[config.mk]
export PLATFORM = sky130hd
export DESIGN_NAME = keypad_time_entry
export DESIGN_NICKNAME = d
export VERILOG_FILES = /design/src/rtl/keypad_pkg.sv /design/src/rtl/key_sync.sv /design/src/rtl/keypad_time_entry.sv
export SDC_FILE = /design/constraint.sdc
export NUM_CORES = 1
export LEC_CHECK = 0
export CORE_ASPECT_RATIO = 1.2
export CORE_MARGIN = 4
export CORE_UTILIZATION = 54
export DETAILED_ROUTE_END_ITERATION = 12
export GPL_ROUTABILITY_DRIVEN = 0
export PLACE_DENSITY = 0.8
export SETUP_SLACK_MARGIN = 0.5
export SKIP_CTS_REPAIR_TIMING = 1
export SLEW_MARGIN = 20
export SYNTH_ARGS = -nofsm -noshare
export SYNTH_HDL_FRONTEND = slang
export SYNTH_SLANG_ARGS = --single-unit
[constraint.sdc]
create_clock -name clk -period 2.8 [get_ports clk]
set_clock_uncertainty 0.2 [all_clocks]
set_input_delay 0.56 -clock clk [delete_from_list [all_inputs] [get_ports clk]]
set_output_delay 0.56 -clock clk [all_outputs]
set_load 0.02 [all_outputs]
[src/rtl/keypad_pkg.sv]
// Shared types and constants for the keypad time-entry path: state encoding,
// BCD digit limits and the 4-digit MM:SS time vector with its BCD decrement.
package keypad_pkg;

    localparam int DIGIT_W      = 4;
    localparam int NUM_DIGITS   = 4;
    localparam int BCD_MAX      = 9;
    localparam int SEC_TENS_MAX = 5;

    typedef enum logic [1:0] {
        IDLE  = 2'd0,
        RUN   = 2'd1,
        PAUSE = 2'd2
    } state_e;

    // Index 3 = min_tens, 2 = min_ones, 1 = sec_tens, 0 = sec_ones.
    typedef logic [NUM_DIGITS-1:0][DIGIT_W-1:0] time_t;

    function automatic logic time_is_zero(input time_t t);
        return (t == '0);
    endfunction

    // Ripple borrow digit by digit; an entered sec_tens above 5 simply counts
    // down from wherever it is, only a borrow into sec_tens reloads it to 5.
    function automatic time_t bcd_dec(input time_t t);
        time_t r;
        r = t;
        if (!time_is_zero(t)) begin
            if (t[0] != '0) begin
                r[0] = t[0] - 1'b1;
            end else begin
                r[0] = DIGIT_W'(BCD_MAX);
                if (t[1] != '0) begin
                    r[1] = t[1] - 1'b1;
                end else begin
                    r[1] = DIGIT_W'(SEC_TENS_MAX);
                    if (t[2] != '0) begin
                        r[2] = t[2] - 1'b1;
                    end else begin
                        r[2] = DIGIT_W'(BCD_MAX);
                        r[3] = t[3] - 1'b1;
                    end
                end
            end
        end
        return r;
    endfunction

endpackage

[src/rtl/key_sync.sv]
// Brings the encoder's asynchronous loadn/D into the clk domain and turns each
// low period of loadn into exactly one press event.
module key_sync
    import keypad_pkg::*;
#(
    parameter int SYNC_STAGES      = 2,
    parameter int MIN_PRESS_CYCLES = 1
) (
    input  logic               clk,
    input  logic               resetn,
    input  logic               loadn,
    input  logic [DIGIT_W-1:0] D,
    output logic               press_valid,
    output logic [DIGIT_W-1:0] press_digit
);

    localparam int CNT_W = (MIN_PRESS_CYCLES < 2) ? 1 : $clog2(MIN_PRESS_CYCLES + 1);

    logic [SYNC_STAGES-1:0]              loadn_sync_q, loadn_sync_d;
    logic [SYNC_STAGES-1:0][DIGIT_W-1:0] d_sync_q, d_sync_d;
    logic [SYNC_STAGES-1:0]              fill_q, fill_d;
    logic [CNT_W-1:0]                    cnt_q, cnt_d;
    logic                                armed_q, armed_d;
    logic                                loadn_s;
    logic                                live;

    assign loadn_s     = loadn_sync_q[SYNC_STAGES-1];
    assign press_digit = d_sync_q[SYNC_STAGES-1];
    // The chain's reset value of 1 is not a real observation of loadn; only
    // arm once every stage holds a sample taken after reset released.
    assign live        = fill_q[SYNC_STAGES-1];

    always_comb begin
        loadn_sync_d = {loadn_sync_q[SYNC_STAGES-2:0], loadn};
        d_sync_d     = {d_sync_q[SYNC_STAGES-2:0], D};
        fill_d       = {fill_q[SYNC_STAGES-2:0], 1'b1};
        cnt_d        = cnt_q;
        armed_d      = armed_q;
        press_valid  = 1'b0;
        if (live && loadn_s) begin
            armed_d = 1'b1;
            cnt_d   = '0;
        end else if (live && armed_q) begin
            if (cnt_q == CNT_W'(MIN_PRESS_CYCLES - 1)) begin
                press_valid = 1'b1;
                armed_d     = 1'b0;
                cnt_d       = '0;
            end else begin
                cnt_d = cnt_q + 1'b1;
            end
        end
    end

    always_ff @(posedge clk or negedge resetn) begin
        if (!resetn) begin
            loadn_sync_q <= '1;
            d_sync_q     <= '0;
            fill_q       <= '0;
            cnt_q        <= '0;
            armed_q      <= 1'b0;
        end else begin
            loadn_sync_q <= loadn_sync_d;
            d_sync_q     <= d_sync_d;
            fill_q       <= fill_d;
            cnt_q        <= cnt_d;
            armed_q      <= armed_d;
        end
    end

endmodule

[src/rtl/keypad_time_entry.sv]
// MM:SS entry register fed by keypad presses, with a start/stop/clear
// countdown on the 1 Hz tick and keypad lockout while a cycle is active.
module keypad_time_entry
    import keypad_pkg::*;
#(
    parameter int SYNC_STAGES      = 2,
    parameter int MIN_PRESS_CYCLES = 1
) (
    input  logic               clk,
    input  logic               resetn,
    input  logic [DIGIT_W-1:0] D,
    input  logic               loadn,
    input  logic               start,
    input  logic               stop,
    input  logic               clear,
    input  logic               tick_1hz,
    output logic               enablen,
    output logic [DIGIT_W-1:0] min_tens,
    output logic [DIGIT_W-1:0] min_ones,
    output logic [DIGIT_W-1:0] sec_tens,
    output logic [DIGIT_W-1:0] sec_ones,
    output logic               running,
    output logic               done
);

    state_e             state_q, state_d;
    time_t              time_q, time_d, time_dec;
    logic               done_q, done_d;
    logic               running_q, running_d;
    logic               enablen_q, enablen_d;
    logic               press_valid;
    logic [DIGIT_W-1:0] press_digit;

    key_sync #(
        .SYNC_STAGES      (SYNC_STAGES),
        .MIN_PRESS_CYCLES (MIN_PRESS_CYCLES)
    ) u_key_sync (
        .clk         (clk),
        .resetn      (resetn),
        .loadn       (loadn),
        .D           (D),
        .press_valid (press_valid),
        .press_digit (press_digit)
    );

    assign time_dec = bcd_dec(time_q);

    // Only the highest-priority asserted input acts in a given cycle:
    // clear > stop > start > tick > press.
    always_comb begin
        state_d = state_q;
        time_d  = time_q;
        done_d  = 1'b0;
        if (clear) begin
            time_d  = '0;
            state_d = IDLE;
        end else if (stop) begin
            if (state_q == RUN) state_d = PAUSE;
        end else if (start) begin
            if (state_q == PAUSE || (state_q == IDLE && !time_is_zero(time_q)))
                state_d = RUN;
        end else if (tick_1hz) begin
            if (state_q == RUN && !time_is_zero(time_q)) begin
                time_d = time_dec;
                if (time_is_zero(time_dec)) begin
                    state_d = IDLE;
                    done_d  = 1'b1;
                end
            end
        end else if (press_valid && state_q == IDLE && press_digit <= DIGIT_W'(BCD_MAX)) begin
            time_d = {time_q[NUM_DIGITS-2:0], press_digit};
        end
        running_d = (state_d == RUN);
        enablen_d = (state_d != IDLE);
    end

    always_ff @(posedge clk or negedge resetn) begin
        if (!resetn) begin
            state_q   <= IDLE;
            time_q    <= '0;
            done_q    <= 1'b0;
            running_q <= 1'b0;
            enablen_q <= 1'b0;
        end else begin
            state_q   <= state_d;
            time_q    <= time_d;
            done_q    <= done_d;
            running_q <= running_d;
            enablen_q <= enablen_d;
        end
    end

    assign min_tens = time_q[3];
    assign min_ones = time_q[2];
    assign sec_tens = time_q[1];
    assign sec_ones = time_q[0];
    assign running  = running_q;
    assign enablen  = enablen_q;
    assign done     = done_q;

endmodule

### Cells colored by class, run 1

Fill, decap, tap and diode cells in gray.
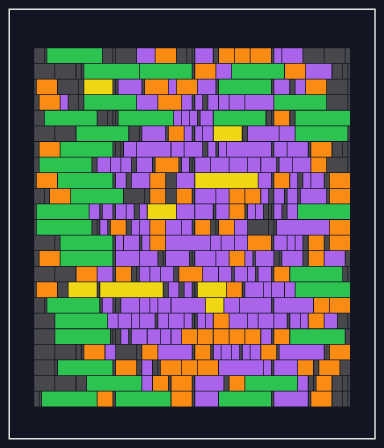
remaining logic cells -> purple  # cells 164
sequential cells -> green  # cells 34
remaining buffers and delay cells -> orange  # cells 75
clock drivers and dummy loads -> yellow  # cells 8
post-route cell area: 0.00288 mm^2
# rows: 23

### Met3 routing, run 1

Scale bar: 20 um.
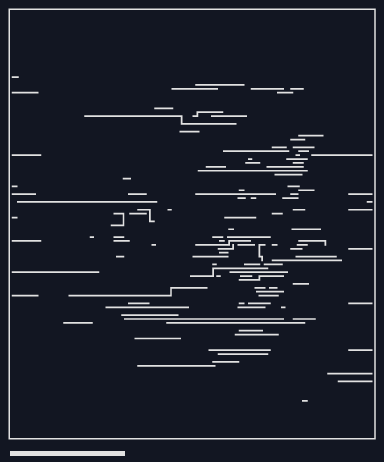
nets with wire on the layer = 75
main direction = horizontal
share of all routed wire = 9.2%
M3 GR Usage: 0.0529
final wirelength: 6.57 mm
vias: 2180

### M2 wires, run 1

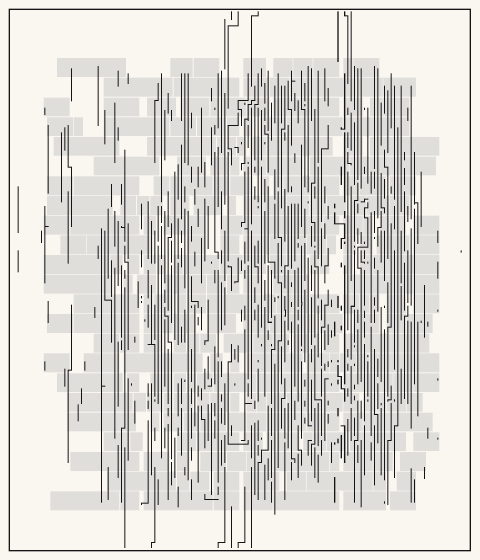
main direction = vertical
share of all routed wire = 48%
wire length on this layer = 3160 um
nets with wire on the layer = 270
met2 GRT Util: 0.384

==> run 1: per-stage QoR <==
step                      setup WS (ns)  instances
after floorplan                   0.395        212
after global placement            0.179        273
after detailed placement          0.175        273
after CTS                         0.235        281
after global routing              0.208        318
final                             0.262        318
==> run 1: cells in the mapped netlist, types with 5 or more instances <==
library cell	instances	area share
inv_1	9	0.017
o21ai_0	6	0.015
nand2_1	17	0.032
clkbuf_1	9	0.017
o21ai_1	7	0.018
nor2b_1	7	0.022
dfrtp_1	32	0.40
nor2_1	15	0.028
nand4_1	5	0.016
a21oi_1	17	0.043
nand3_1	5	0.013
==> run 1: layout make-up <==
type                    instances  area [um^2]
multi-input cells             155         1130
flip-flops and latches         34          867
clock inverters                 3         68.8
inverters                       9         36.3
fillers                       175          577
well taps                      37         46.3
clock buffers                   5         68.8
repair buffers                 75          654
==> run 1: power groups by stage <==
stage               Sequential (mW)  Combinational (mW)  Clock [mW]
global route                  0.510              0.0976       0.577
global placement              0.517              0.0732           0
finish                        0.509              0.0909       0.547
detailed placement            0.518              0.0755           0
floorplan                     0.517              0.0380           0
CTS                           0.509              0.0759       0.550
==> run 1: state kept, by name (all words and copies together) (netlist names) <==
name                     flops
done                         1
u_key_sync.loadn_sync_q      2
u_key_sync.armed_q           1
state_q                      2
enablen                      1
u_key_sync.fill_q            2
u_key_sync.d_sync_d          4
min_ones                     4
sec_ones                     4
u_key_sync.press_digit       4
running                      1
sec_tens                     4
min_tens                     4
==> run 1: layer usage <==
layer | wire length (um) | up-vias | part of all wire
li1 | - | 922 | -
met1 | 2390 | 1031 | 0.36
met2 | 3160 | 169 | 0.48
met3 | 604 | 58 | 0.092
met4 | 416 | 0 | 0.063
met5 | 0 | - | 0
==> run 1: cells by family after synthesis <==
family	synth area share
and+or+nand+nor	0.282
xor gates and xnor gates	0.00439
other	0.00188
DFF	0.428
buffers and inverters	0.0508
muxes	0.0326
AOI/OAI and AO/OA	0.188
adders and majority gates	0.0125
==> run 1: cell usage in the layout (no fill, tap or decap), types with 4 or more instances in the layout <==
master / synthesis / final
a21oi_1: 17 / 16
buf_4: 1 / 41
buf_6: 1 / 5
clkbuf_8: 0 / 5
clkdlybuf4s50_1: 0 / 29
dfrtp_1: 32 / 21
dfrtp_2: 0 / 11
inv_1: 9 / 7
nand2_1: 17 / 17
nand3_1: 5 / 5
nand4_1: 5 / 5
nand4b_1: 4 / 4
nor2_1: 15 / 15
nor2b_1: 7 / 7
nor4_4: 3 / 4
o21ai_0: 6 / 6
o21ai_1: 7 / 6
==> run 1: worst max path at each step <==
stage / start / end / slack, ns
2_1_floorplan: sec_tens[1] / done / 0.39
3_3_place_gp: tick_1hz / done / 0.18
3_5_place_dp: start / sec_ones[2] / 0.17
4_1_cts: min_tens[0] / done / 0.24
5_1_grt: sec_ones[1] / done / 0.21
6_report: sec_ones[1] / done / 0.26
==> impl_metrics.py, run 1 <==
# Flow results
metrics = {
    "status": {
        "status": "complete, no violations",
    },
    "power_and_ir_drop": {
        "switching_share": 0.216,
        "internal_power_uw": 899,
        "total_power_mw": 1.15,
        "p_seq_frac": 0.444,
        "p_per_area_mw_per_mm2": 399,
        "p_leak_nw": 1.23,
        "switching_power_uw": 248,
    },
    "finish": {
        "postLayoutCoreUtil": 0.833,
        "nets": 293,
        "drive_above_1_share": 0.335,
    },
    "setup_path": {
        "required_ns": 2.79,
        "r2r_slack_ns": 0.26,
        "r2r_cells": 5,
        "cp_top_family": "simple AND/OR/NAND/NOR gates",
        "r2r-start": "sec_ones[1]",
        "critPathKind": "register to register",
        "regToRegEndpoint": "done",
        "start_kind": "register",
        "worst-path-stages": 5,
        "critical-path-slowest-cell": "or4_4",
        "cp-end-kind": "register",
        "critical_path.max_fanout": 7,
    },
    "logic_synthesis": {
        "ff_type": "dfrtp_1",
        "synth_stat.cells": 212,
        "async_flop_share": 1.00,
        "avgSynthCellArea_um2": 9.41,
        "ys_ff": 34,
    },
    "routing": {
        "drtAntennaViolNets": 0,
        "avgRoutedWirePerCell_um": 20.7,
    },
    "cts": {
        "cts_tree": "yes",
        "clockRootBuffer": "clkbuf_8",
        "clk_pin_slew_worst_paths_ns": 0.08,
    },
    "global_route": {
        "met1_usage": 0.267,
        "overflow": 0,
        "grt_max_degree": 39,
    },
    "sta": {
        "rsz0062_at_grt": "yes",
        "fmax_mhz": 394,
        "period_minus_slack_ns": 2.54,
    },
    "placed_design": {
        "placed_cell_area_mm2": 0.00234,
    },
    "hold_path": {
        "min_path_type": "register to register",
    },
}
--- run 2 (diff from run 1) ---
- PLACE_DENSITY: 0.8 -> 0.79
- SYNTH_HIERARCHICAL: unset -> 1
### Port wiring, run 2

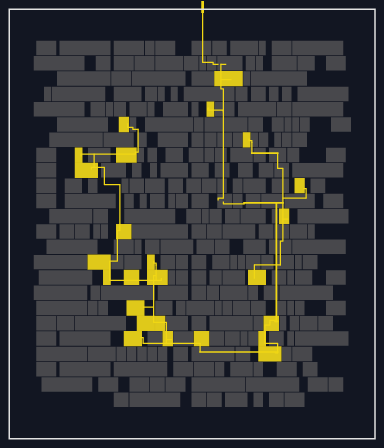
`tick_1hz` -> yellow  # direction input, end cells 25, buffers 2, wire 235 um
I/O pin count: 30
IO buf count: 29

==> run 2 against run 1 <==
Combinational power rose by 43%. Critical endpoint is now min_tens[3]. Sequential power barely moved. Final area rose by 6.0%.
==> impl_metrics.py, run 2 <==
# Flow results
metrics = {
    "status": {
        "status": "complete, no violations",
    },
    "setup_path": {
        "critPathKind": "register to register",
        "required_ns": 2.81,
        "cp-end-kind": "register",
        "critical_path.max_fanout": 6,
        "cp_top_family": "simple AND/OR/NAND/NOR gates",
        "worstPathCellList": "buf_4 > nor4_4 > buf_4 > nand4b_4 > or4_4 > or4_4 > a311oi_2",
        "critical-path-slowest-cell": "dfrtp_2",
        "start_kind": "register",
    },
    "finish": {
        "layout_top_cell": "buf_4",
        "final_cell_mix": "44 x buf_4, 27 x clkdlybuf4s50_1, 20 x dfrtp_1",
        "nets": 310,
        "stdcell_area_mm2": 0.00305,
        "drive_above_1_share": 0.352,
        "nFillCells": 230,
    },
    "logic_synthesis": {
        "synth.top_cell.area_share": 0.383,
        "synthTopCellsByCount": "32 x dfrtp_1, 22 x nor2_1, 17 x a21oi_1, 14 x nand2_1",
        "synth.lib_cells_used.distinct": 55,
        "synth_warnings": 6,
        "ys_ff": 34,
        "logic_family": "simple AND/OR/NAND/NOR gates",
        "yosysTopAreaCell": "dfrtp_1",
        "ys_sh_adder": 0.0120,
        "synth.cellmix.compoundShare": 0.246,
        "mux_share": 0.0312,
        "async_flop_share": 1.00,
        "ys_sh_simple": 0.259,
        "ff_type": "dfrtp_1",
        "avgSynthCellArea_um2": 9.24,
        "area_leaders": "dfrtp_1 38%, a21oi_1 4.1%, nor2_1 4.0%, nor4_4 3.1%, nor3_1 2.9%",
        "synth_nets": 239,
        "synth_stat.cells": 226,
        "synth_xor_xnor_area_share": 0,
    },
    "power_and_ir_drop": {
        "p_per_area_mw_per_mm2": 336,
        "p_leak_nw": 1.30,
        "total_power_mw": 1.03,
    },
    "placed_design": {
        "placed_cell_area_mm2": 0.00262,
        "pre_cts_slack_ns": 0.0433,
    },
    "hold_path": {
        "min_path_type": "register to register",
    },
    "floorplan": {
        "rows": 24,
    },
    "sta": {
        "layout_setup_ws_ns": 0.288,
        "rsz0062_at_grt": "yes",
        "fmax_mhz": 398,
        "period_minus_slack_ns": 2.51,
    },
    "routing": {
        "finalWirelength_mm": 7.33,
        "avgRoutedWirePerCell_um": 20.9,
        "vias": 2451,
        "drtAntennaViolNets": 0,
        "drt_iter0_markers": 445,
    },
    "cts": {
        "clk_pin_slew_worst_paths_ns": 0.08,
        "htree_levels": 2,
        "cts_tree": "yes",
    },
    "global_route": {
        "grt_max_degree": 35,
        "overflow": 0,
    },
    "run": {
        "drv_cap": 0,
    },
}
run 2: final cells by class:
class                      instances  area, um^2  share of cell area
sequential                        34         868               0.285
timing repair buffer              78         676               0.222
clock inverter                     1        5.00             0.00164
multi-input combinational        171        1320               0.434
clock buffer                       7        86.3              0.0283
tap                               52        65.1              0.0213
inverter                           7        26.3             0.00862
run 2: logic make-up after synthesis:
family	after synthesis
AND/OR/NAND/NOR	89
flip-flops	34
other	1
multiplexers	6
AND-OR/OR-AND	73
buffers and inverters	21
adder cells (fa/ha/maj)	2
run 2: layer usage:
layer	up-vias	track usage	part of all wire
li1	1016	-	-
met1	1158	0.322	0.37
met2	207	0.401	0.46
met3	70	0.0619	0.11
met4	0	0.106	0.061
met5	-	0	0
run 2: metrics by stage:
step | instances | util | hold slack, ns
6_report | 350 | 0.826 | 0.133
5_1_grt | 350 | 0.826 | 0.158
4_1_cts | 326 | 0.735 | 0.141
3_5_place_dp | 318 | 0.710 | 0.137
3_3_place_gp | 318 | 0.710 | 0.132
2_1_floorplan | 226 | - | 0.0644
run 2: path summary, 6_finish.rpt:
kind                       cells past startpoint                         end  slack (ns)                   start
max                                            7                 min_tens[3]        0.29             sec_tens[1]
min                                            0   u_key_sync/press_digit[1]        0.13  u_key_sync/d_sync_d[5]
max reg2reg                                    7                 min_tens[3]        0.29             sec_tens[1]
min reg2reg                                    0   u_key_sync/press_digit[1]        0.13  u_key_sync/d_sync_d[5]
max in group asynchronous                      2  u_key_sync/loadn_sync_q[1]        1.59                  resetn
min in group asynchronous                      2                 sec_tens[1]        0.46                  resetn
run 2: power breakdown:
group | switching, mW | internal, mW
Combinational | 0.0753 | 0.0543
Clock | 0.187 | 0.198
Sequential | 0.00654 | 0.503
Total | 0.269 | 0.756
--- run 3 (diff from run 2) ---
- CORE_UTILIZATION: 54 -> 49
- PLACE_DENSITY: 0.79 -> 0.76
- clock period: 2.8 -> 2.2 ns (I/O delays scaled with it)
### Met3 routing, run 3

Scale bar: 20 um.
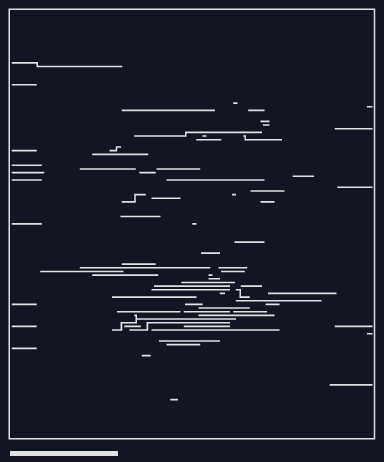
main direction = horizontal
share of all routed wire = 7.8%
vias: 2319
final wirelength: 7.05 mm
M3 GR Usage: 0.0451

==> run 3 against run 2 <==
The run now ends with setup timing left. Non-clock buffer count grew 16. Area after synthesis stayed put. Flip-flop count unchanged. Critical path type unchanged. Largest power group unchanged. Die size grew 9.0%. Core utilization decreased by 3.1 points. Final cell count grew 5.1%. Clock-buffer cell count shrank 1.
==> impl_metrics.py, run 3 <==
# Flow results
metrics = {
    "logic_synthesis": {
        "yosysTopAreaCell": "dfrtp_1",
        "synthTopCellsByCount": "32 x dfrtp_1, 22 x nor2_1, 17 x a21oi_1, 14 x nand2_1",
        "synth_top_cell_by_count": "dfrtp_1",
        "ff_type": "dfrtp_1",
        "synth_warnings": 6,
        "avgSynthCellArea_um2": 9.24,
        "ys_ff": 34,
        "synth_stat.cells": 226,
        "async_flop_share": 1.00,
        "synth_nets": 239,
        "synth.top_cell.area_share": 0.383,
        "area_leaders": "dfrtp_1 38%, a21oi_1 4.1%, nor2_1 4.0%, nor4_4 3.1%, nor3_1 2.9%",
        "synth.lib_cells_used.distinct": 55,
    },
    "floorplan": {
        "rows": 25,
        "pin_count": 30,
    },
    "global_route": {
        "overflow": 0,
        "grt_max_degree": 35,
    },
    "routing": {
        "drtAntennaViolNets": 0,
        "avgRoutedWirePerCell_um": 19.2,
        "drt_iter0_markers": 279,
    },
    "setup_path": {
        "r2r_slack_ns": -0.21,
        "start_kind": "register",
        "critical_path.max_fanout": 4,
        "regToRegEndpoint": "min_tens[3]",
        "r2r-start": "sec_tens[1]",
        "required_ns": 2.19,
        "cp-end-kind": "register",
    },
    "status": {
        "status": "finished with violations",
        "failed_checks": "setup timing",
    },
    "hold_path": {
        "worstHoldEndpoint": "u_key_sync/press_digit[3]",
        "min_path_type": "register to register",
        "holdPathStages": 0,
    },
    "power_and_ir_drop": {
        "p_leak_nw": 1.50,
        "p_per_area_mw_per_mm2": 435,
    },
    "sta": {
        "setup_viol": 20,
        "fin_hold_ws_ns": 0.154,
        "period_minus_slack_ns": 2.41,
        "layout_setup_ws_ns": -0.208,
    },
    "placed_design": {
        "port_buffers": 29,
        "pre_cts_slack_ns": -0.446,
        "placed_cell_area_mm2": 0.00294,
    },
    "finish": {
        "nets": 326,
        "stdcell_area_mm2": 0.00321,
        "drive_above_1_share": 0.427,
    },
    "run": {
        "drv_cap": 0,
    },
    "cts": {
        "cts_tree": "yes",
        "htree_levels": 2,
    },
}
==> run 3: cell counts after synthesis <==
No cell type changed its count.
==> run 3: per-stage QoR <==
step                       util  instances
after floorplan               -        226
after global placement    0.727        353
after detailed placement  0.727        353
after CTS                 0.755        361
after global routing      0.795        368
final                     0.795        368
==> run 3: final cells by class <==
type | count | area [um^2]
fillers | 267 | 827
flip-flops and latches | 34 | 866
clock buffers | 6 | 72.6
well taps | 54 | 67.6
clock inverters | 2 | 37.5
repair buffers | 94 | 810
inverters | 7 | 26.3
multi-input cells | 171 | 1330
==> run 3: worst max-delay path by stage <==
stage               slack (ns)        start     endpoint
detailed placement       -0.45     tick_1hz  min_tens[3]
global placement         -0.39     tick_1hz  min_tens[3]
CTS                      -0.28  sec_tens[1]         done
floorplan                -0.28  min_ones[0]  min_tens[3]
finish                   -0.21  sec_tens[1]  min_tens[3]
global route             -0.25  sec_ones[2]      enablen
==> run 3: report_power, final <==
group	switching [mW]	leakage, nW	internal, mW
logic	0.0975	1.02	0.0776
clock network	0.236	0.0514	0.338
registers	0.00720	0.426	0.641
total	0.341	1.50	1.06
==> run 3: per-layer routing <==
| metal | track usage | wire [um] | vias to the layer above |
|---|---|---|---|
| met1 | 0.333 | 2720 | 1127 |
| met5 | 0 | 0 | - |
| li1 | - | - | 1044 |
| met2 | 0.429 | 3600 | 129 |
| met3 | 0.0451 | 552 | 19 |
| met4 | 0.0974 | 179 | 0 |
==> run 3: cell families (layout without fill, tap and decap cells) <==
| kind of cell | count (synthesis) | count (layout) | share of synthesized area |
|---|---|---|---|
| adders and majority gates | 2 | 2 | 0.0120 |
| AOI/OAI and AO/OA | 73 | 73 | 0.246 |
| muxes | 6 | 6 | 0.0312 |
| buffers and inverters | 21 | 109 | 0.0407 |
| DFF | 34 | 34 | 0.409 |
| other | 1 | 1 | 0.00180 |
| and+or+nand+nor | 89 | 89 | 0.259 |
==> run 3: critical path: stages (launching register included) <==
cell and delay [ns]:
dfrtp_2 0.44, nor4_4 0.40, nand4b_4 0.14, or4_4 0.44, or4_1 0.40, a311oi_1 0.27
No activity file was given, so power comes from the tool's default toggle rates.
